$ cat config.mk
export PLATFORM = sky130hd
export DESIGN_NAME = led_seq_ctrl
export DESIGN_NICKNAME = d
export VERILOG_FILES = /design/src/rtl/led_seq_ctrl.sv
export SDC_FILE = /design/constraint.sdc
export NUM_CORES = 1
export LEC_CHECK = 0
export ABC_AREA = 1
export ABC_CLOCK_PERIOD_IN_PS = 3900
export CAP_MARGIN = 25
export CELL_PAD_IN_SITES_DETAIL_PLACEMENT = 1
export CELL_PAD_IN_SITES_GLOBAL_PLACEMENT = 1
export CORE_ASPECT_RATIO = 0.6
export CORE_MARGIN = 3
export CORE_UTILIZATION = 44
export CTS_BUF_LIST = sky130_fd_sc_hd__clkbuf_4
export CTS_CLUSTER_DIAMETER = 60
export DETAILED_ROUTE_END_ITERATION = 6
export PLACE_DENSITY = 0.89
export SLEW_MARGIN = 5
export SYNTH_ARGS = -nofsm -noshare
export SYNTH_HDL_FRONTEND = slang
export SYNTH_SLANG_ARGS = --single-unit
$ cat constraint.sdc
create_clock -name sysClk -period 3.9 [get_ports sysClk]
set_input_delay 0.975 -clock sysClk [delete_from_list [all_inputs] [get_ports sysClk]]
set_output_delay 0.975 -clock sysClk [all_outputs]
set_load 0.1 [all_outputs]
$ cat src/rtl/led_seq_ctrl.sv
// rtl/led_seq_ctrl.sv - command-driven LED sequencer (OFF/ON/BLINK/BURST) timed in ticks
`timescale 1ns/1ps
module led_seq_ctrl #(
  parameter int CLK_HZ  = 100_000_000,
  parameter int TICK_HZ = 1000,
  parameter int NLED    = 2,
  parameter int TW      = 16
) (
  input  logic            sysClk,
  input  logic            rstN,
  input  logic            cmdValid,
  output logic            cmdReady,
  input  logic [1:0]      cmdMode,
  input  logic [NLED-1:0] cmdMask,
  input  logic [TW-1:0]   cmdOnT,
  input  logic [TW-1:0]   cmdOffT,
  input  logic [TW-1:0]   cmdCount,
  output logic [NLED-1:0] led,
  output logic            busy,
  output logic            burstDone
);

  localparam int DIV = CLK_HZ / TICK_HZ;
  localparam int PW  = (DIV > 1) ? $clog2(DIV) : 1;
  localparam logic [PW-1:0] PRESC_MAX = PW'(DIV - 1);

  localparam logic [1:0] MODE_OFF   = 2'd0;
  localparam logic [1:0] MODE_ON    = 2'd1;
  localparam logic [1:0] MODE_BLINK = 2'd2;
  localparam logic [1:0] MODE_BURST = 2'd3;

  typedef enum logic [2:0] {
    IDLE,
    HOLD,
    BLINK_ON,
    BLINK_OFF,
    BURST_ON,
    BURST_OFF
  } state_t;

  state_t          state, stateNxt;
  logic [PW-1:0]   presc;
  logic [NLED-1:0] mask, maskNxt, ledNxt;
  logic [TW-1:0]   onT, offT, count;
  logic [TW-1:0]   phCnt, phCntNxt;
  logic [TW-1:0]   pulseCnt, pulseCntNxt;
  logic [TW:0]     phLen, phCntInc, pulseCntInc;
  logic            accept, tick, phEnd;
  logic            busyNxt, doneNxt, readyNxt;

  assign accept = cmdValid && cmdReady;
  assign tick   = (presc == PRESC_MAX);

  always_comb begin
    stateNxt    = state;
    phCntNxt    = phCnt;
    pulseCntNxt = pulseCnt;
    doneNxt     = 1'b0;
    maskNxt     = accept ? cmdMask : mask;

    // A programmed duration of 0 behaves as a single tick.
    phLen = {1'b0, offT};
    if (state == BLINK_ON || state == BURST_ON) begin
      phLen = {1'b0, onT};
    end
    if (phLen == '0) begin
      phLen = (TW+1)'(1);
    end
    phCntInc    = {1'b0, phCnt} + (TW+1)'(1);
    pulseCntInc = {1'b0, pulseCnt} + (TW+1)'(1);
    phEnd       = tick && (phCntInc >= phLen);

    if (accept) begin
      phCntNxt    = '0;
      pulseCntNxt = '0;
      case (cmdMode)
        MODE_OFF:   stateNxt = IDLE;
        MODE_ON:    stateNxt = HOLD;
        MODE_BLINK: stateNxt = BLINK_ON;
        MODE_BURST: begin
          if (cmdCount == '0) begin
            stateNxt = IDLE;
            doneNxt  = 1'b1;
          end else begin
            stateNxt = BURST_ON;
          end
        end
        default:    stateNxt = IDLE;
      endcase
    end else if (tick && (state == BLINK_ON || state == BLINK_OFF ||
                          state == BURST_ON || state == BURST_OFF)) begin
      if (phEnd) begin
        phCntNxt = '0;
        case (state)
          BLINK_ON:  stateNxt = BLINK_OFF;
          BLINK_OFF: stateNxt = BLINK_ON;
          BURST_ON:  stateNxt = BURST_OFF;
          BURST_OFF: begin
            pulseCntNxt = pulseCntInc[TW-1:0];
            if (pulseCntInc == {1'b0, count}) begin
              stateNxt = IDLE;
              doneNxt  = 1'b1;
            end else begin
              stateNxt = BURST_ON;
            end
          end
          default:   stateNxt = state;
        endcase
      end else if (!phCntInc[TW]) begin
        phCntNxt = phCntInc[TW-1:0];
      end
    end

    ledNxt = '0;
    if (stateNxt == HOLD || stateNxt == BLINK_ON || stateNxt == BURST_ON) begin
      ledNxt = maskNxt;
    end
    busyNxt  = (stateNxt == BLINK_ON) || (stateNxt == BLINK_OFF) ||
               (stateNxt == BURST_ON) || (stateNxt == BURST_OFF);
    readyNxt = !((stateNxt == BURST_ON) || (stateNxt == BURST_OFF));
  end

  always_ff @(posedge sysClk or negedge rstN) begin
    if (!rstN) begin
      state     <= IDLE;
      presc     <= '0;
      mask      <= '0;
      onT       <= '0;
      offT      <= '0;
      count     <= '0;
      phCnt     <= '0;
      pulseCnt  <= '0;
      led       <= '0;
      busy      <= 1'b0;
      burstDone <= 1'b0;
      cmdReady  <= 1'b0;
    end else begin
      state     <= stateNxt;
      phCnt     <= phCntNxt;
      pulseCnt  <= pulseCntNxt;
      led       <= ledNxt;
      busy      <= busyNxt;
      burstDone <= doneNxt;
      cmdReady  <= readyNxt;
      // Restarting the prescaler on accept makes the first tick land DIV cycles later.
      if (accept || tick) begin
        presc <= '0;
      end else begin
        presc <= presc + PW'(1);
      end
      if (accept) begin
        mask  <= cmdMask;
        onT   <= cmdOnT;
        offT  <= cmdOffT;
        count <= cmdCount;
      end
    end
  end

endmodule

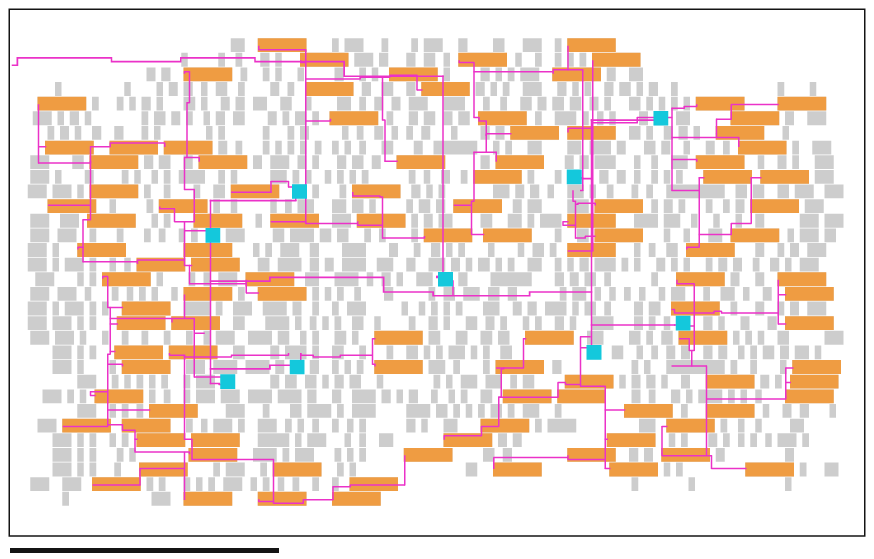
(images/clock_wires.png)
The bar under the picture is 50 um long.
[flip-flops] orange | count: 107
[clock wires] magenta | length: 1470 um
[clock-net drivers] cyan | count: 9
routed clock nets: 10
flops lie: all over the die

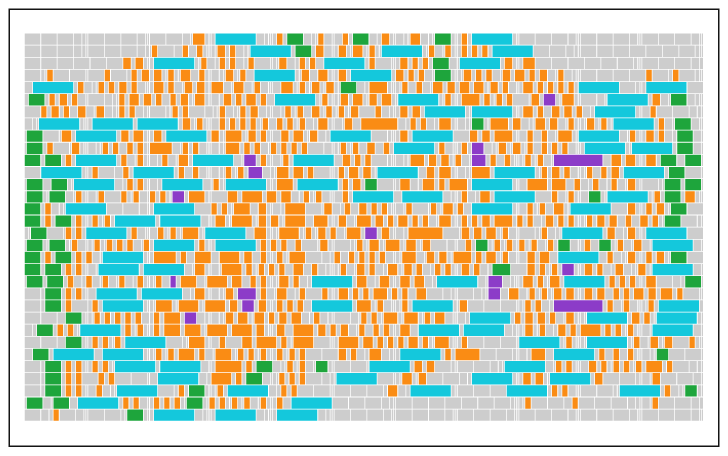
(images/class_map.png)
Fill, decap, tap and diode cells in gray.
| class | color | cells |
|---|---|---|
| clock drivers and dummy loads | purple | 16 |
| remaining logic cells | orange | 682 |
| remaining buffers and delay cells | green | 68 |
| registers | cyan | 107 |

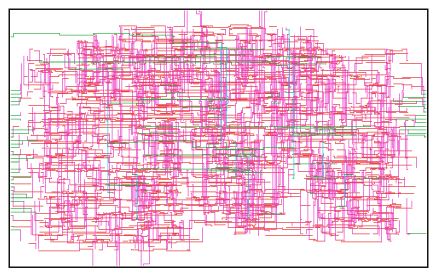
(images/layers.png)
| layer | color | wire length |
|---|---|---|
| M1 | red | 9040 um |
| M4 | cyan | 245 um |
| M2 | magenta | 8730 um |
| M3 | green | 1130 um |

==> CHANGELOG.md <==
### Implementation results

* Final Cycle Share at 93.11%
* FP Core Util at 46.48%
* Clock sinks at 107
* Top cells by area: dfrtp_1 (43%), nand2_1 (14%), inv_1 (6.9%)
* Initial antenna violation count at 0
* Chip area at 15500 um^2
* Post-CTS Setup Repair Bufs at 0
* Worst setup margin at 0.2686 ns
* Unrepaired setup endpoints after global routing: true
* Chip height at 97.65 um
* Nets@finish at 942
* Cell count after synthesis at 807
* Post-Syn Area per Cell at 7.633 um^2
* Util after Layout at 54.19%
* Synth flops at 107
* Stage-log warning count at 27
* I/O Buffers at 59
* Chip width at 158.8 um
* Initial DRC count at 363
* WL final at 19140 um
* Setup Skew at 0.02011 ns
* Post-cts hold buffer count at 0
* Crit. Startpoint: state[2]$_DFF_PN0_
* Latency at later pin at 0.50 ns
* Post-place setup slack at 0.2384 ns
* Worst ir drop on vdd at 155.2 uV
* Leakage at 3.486 nW
* Global route total overflow at 0
* Drt wl/cell at 18.06 um
* CTS tree: built
* Pwr dens at 360.3 nW/um^2
* Area growth syn-to-layout at 16.60%
* Cell Type Count at 41
* Setup violators final at 0
* Status: finished, final reports clean
* Yosys warning count at 0
* Clock Tree Root: clkbuf_4
* Worst Hold Launch: presc[0]$_DFF_PN0_
* Dpl hpwl at 14360 um
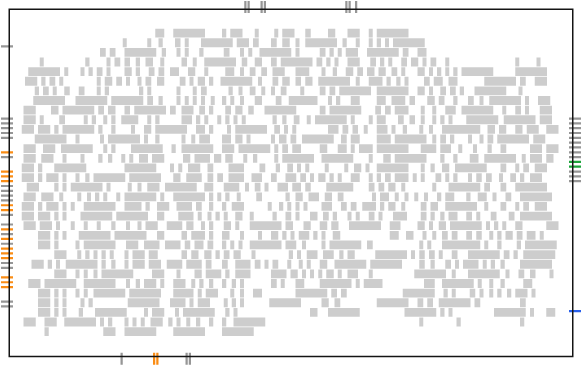
(images/pinout.png)
Pins as bars across the die edge, other pins in gray.
| port | color | pins | direction | edge |
|---|---|---|---|---|
| led | green | 2 | output | east |
| rstN | blue | 1 | input | east |
| cmdOnT | orange | 16 | input | 14 west, 2 south |

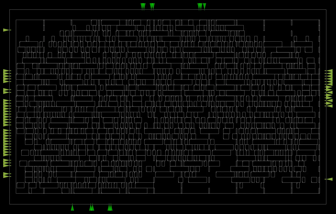
(images/placed.png)
fillers: 1678
Seq/total area: 37.28%

## routing by layer
metal / part of all wire (%) / vias up / wire, um / track usage (%)
met4: 1.3 / 0 / 244 / 5.582
met5: 0 / - / 0 / 0
met1: 47 / 2900 / 9043 / 35.38
met2: 46 / 159 / 8729 / 39.89
li1: - / 2749 / - / -
met3: 5.9 / 26 / 1127 / 5.451
## critical path: stages, from the launching register on
cell and delay [ns]:
dfrtp_1 0.45, nand2_1 0.09, inv_1 0.05, nor2_1 0.12, inv_1 0.09, nor2_4 0.09, buf_6 0.24, mux2i_1 0.31
nand4_1 0.16, o41ai_2 0.42, ha_1 0.17, nand4_1 0.09, nor4_1 0.19, nand2_1 0.11, nand3_2 0.15, nand2_1 0.15
o21bai_2 0.24, nand2_2 0.12, nand2_2 0.09, nand3_1 0.07, nand2_1 0.08, nor2_1 0.05
## power breakdown
group / switching, mW / total, mW / internal [mW]
Sequential: 0.0744 / 1.28 / 1.21
Combinational: 0.396 / 0.623 / 0.227
Clock: 0.417 / 0.683 / 0.266
Total: 0.887 / 2.59 / 1.70
## layout by cell type, fill, tap and decap left out, types with 5 or more instances in the layout
master	n
o21ai_0	46
nand2_1	231
ha_1	19
nor2_4	6
nand3_1	52
dfrtp_1	107
o22ai_1	7
buf_4	9
inv_1	114
nand4_1	38
a21oi_1	16
nor3_1	14
o21ai_1	11
mux2i_1	12
xor2_1	12
nand3b_1	5
clkbuf_4	9
nand2_2	11
nor2_1	47
clkdlybuf4s50_1	58
nor2_2	8
## kinds of logic after synthesis
| logic type | synth area share [%] |
|---|---|
| compound gates | 8.349 |
| xor+xnor | 2.214 |
| fa+ha+maj | 3.859 |
| buf+inv | 8.287 |
| flops | 43.47 |
| mux | 2.275 |
| simple gates | 31.55 |
## path summary, 6_finish.rpt
path	to	slack [ns]	depth (start not counted)
setup / recovery	led[0]$_DFF_PN0_	0.27	21
hold / removal	presc[0]$_DFF_PN0_	0.48	1
setup reg to reg	led[0]$_DFF_PN0_	0.27	21
hold reg to reg	presc[0]$_DFF_PN0_	0.48	1
max in group asynchronous	phCnt[10]$_DFFE_PN0P_	2.49	2
min in group asynchronous	busy$_DFF_PN0_	0.49	1
## flip-flops by register name, indices dropped and copies added (netlist names)
register	count
burstDone	1
busy	1
cmdReady	1
count	16
led	2
mask	2
offT	16
onT	16
phCnt	16
presc	17
pulseCnt	16
state	3
## through the flow
step	std cells	TNS, ns	hold slack (ns)	cell area [um^2]	total power, mW
after CTS	1060	0	0.4827	7149	2.583
after global placement	1044	0	0.4480	6980	1.866
after detailed placement	1044	0	0.4624	6980	1.911
final	1060	0	0.4837	7182	2.588
after floorplan	807	0	0.4329	6160	1.673
after global routing	1060	-0.1097	0.5166	7182	2.721
## area by class of cell
type | instances | area [um^2] | share of cell area [%]
clock inverters | 7 | 101.3 | 1.411
flip-flops and latches | 107 | 2678 | 37.28
clock buffers | 9 | 67.56 | 0.9408
repair buffers | 68 | 659.4 | 9.181
well taps | 187 | 234.0 | 3.258
inverters | 117 | 439.2 | 6.115
multi-input cells | 565 | 3003 | 41.81
No activity file was given, so power comes from the tool's default toggle rates.
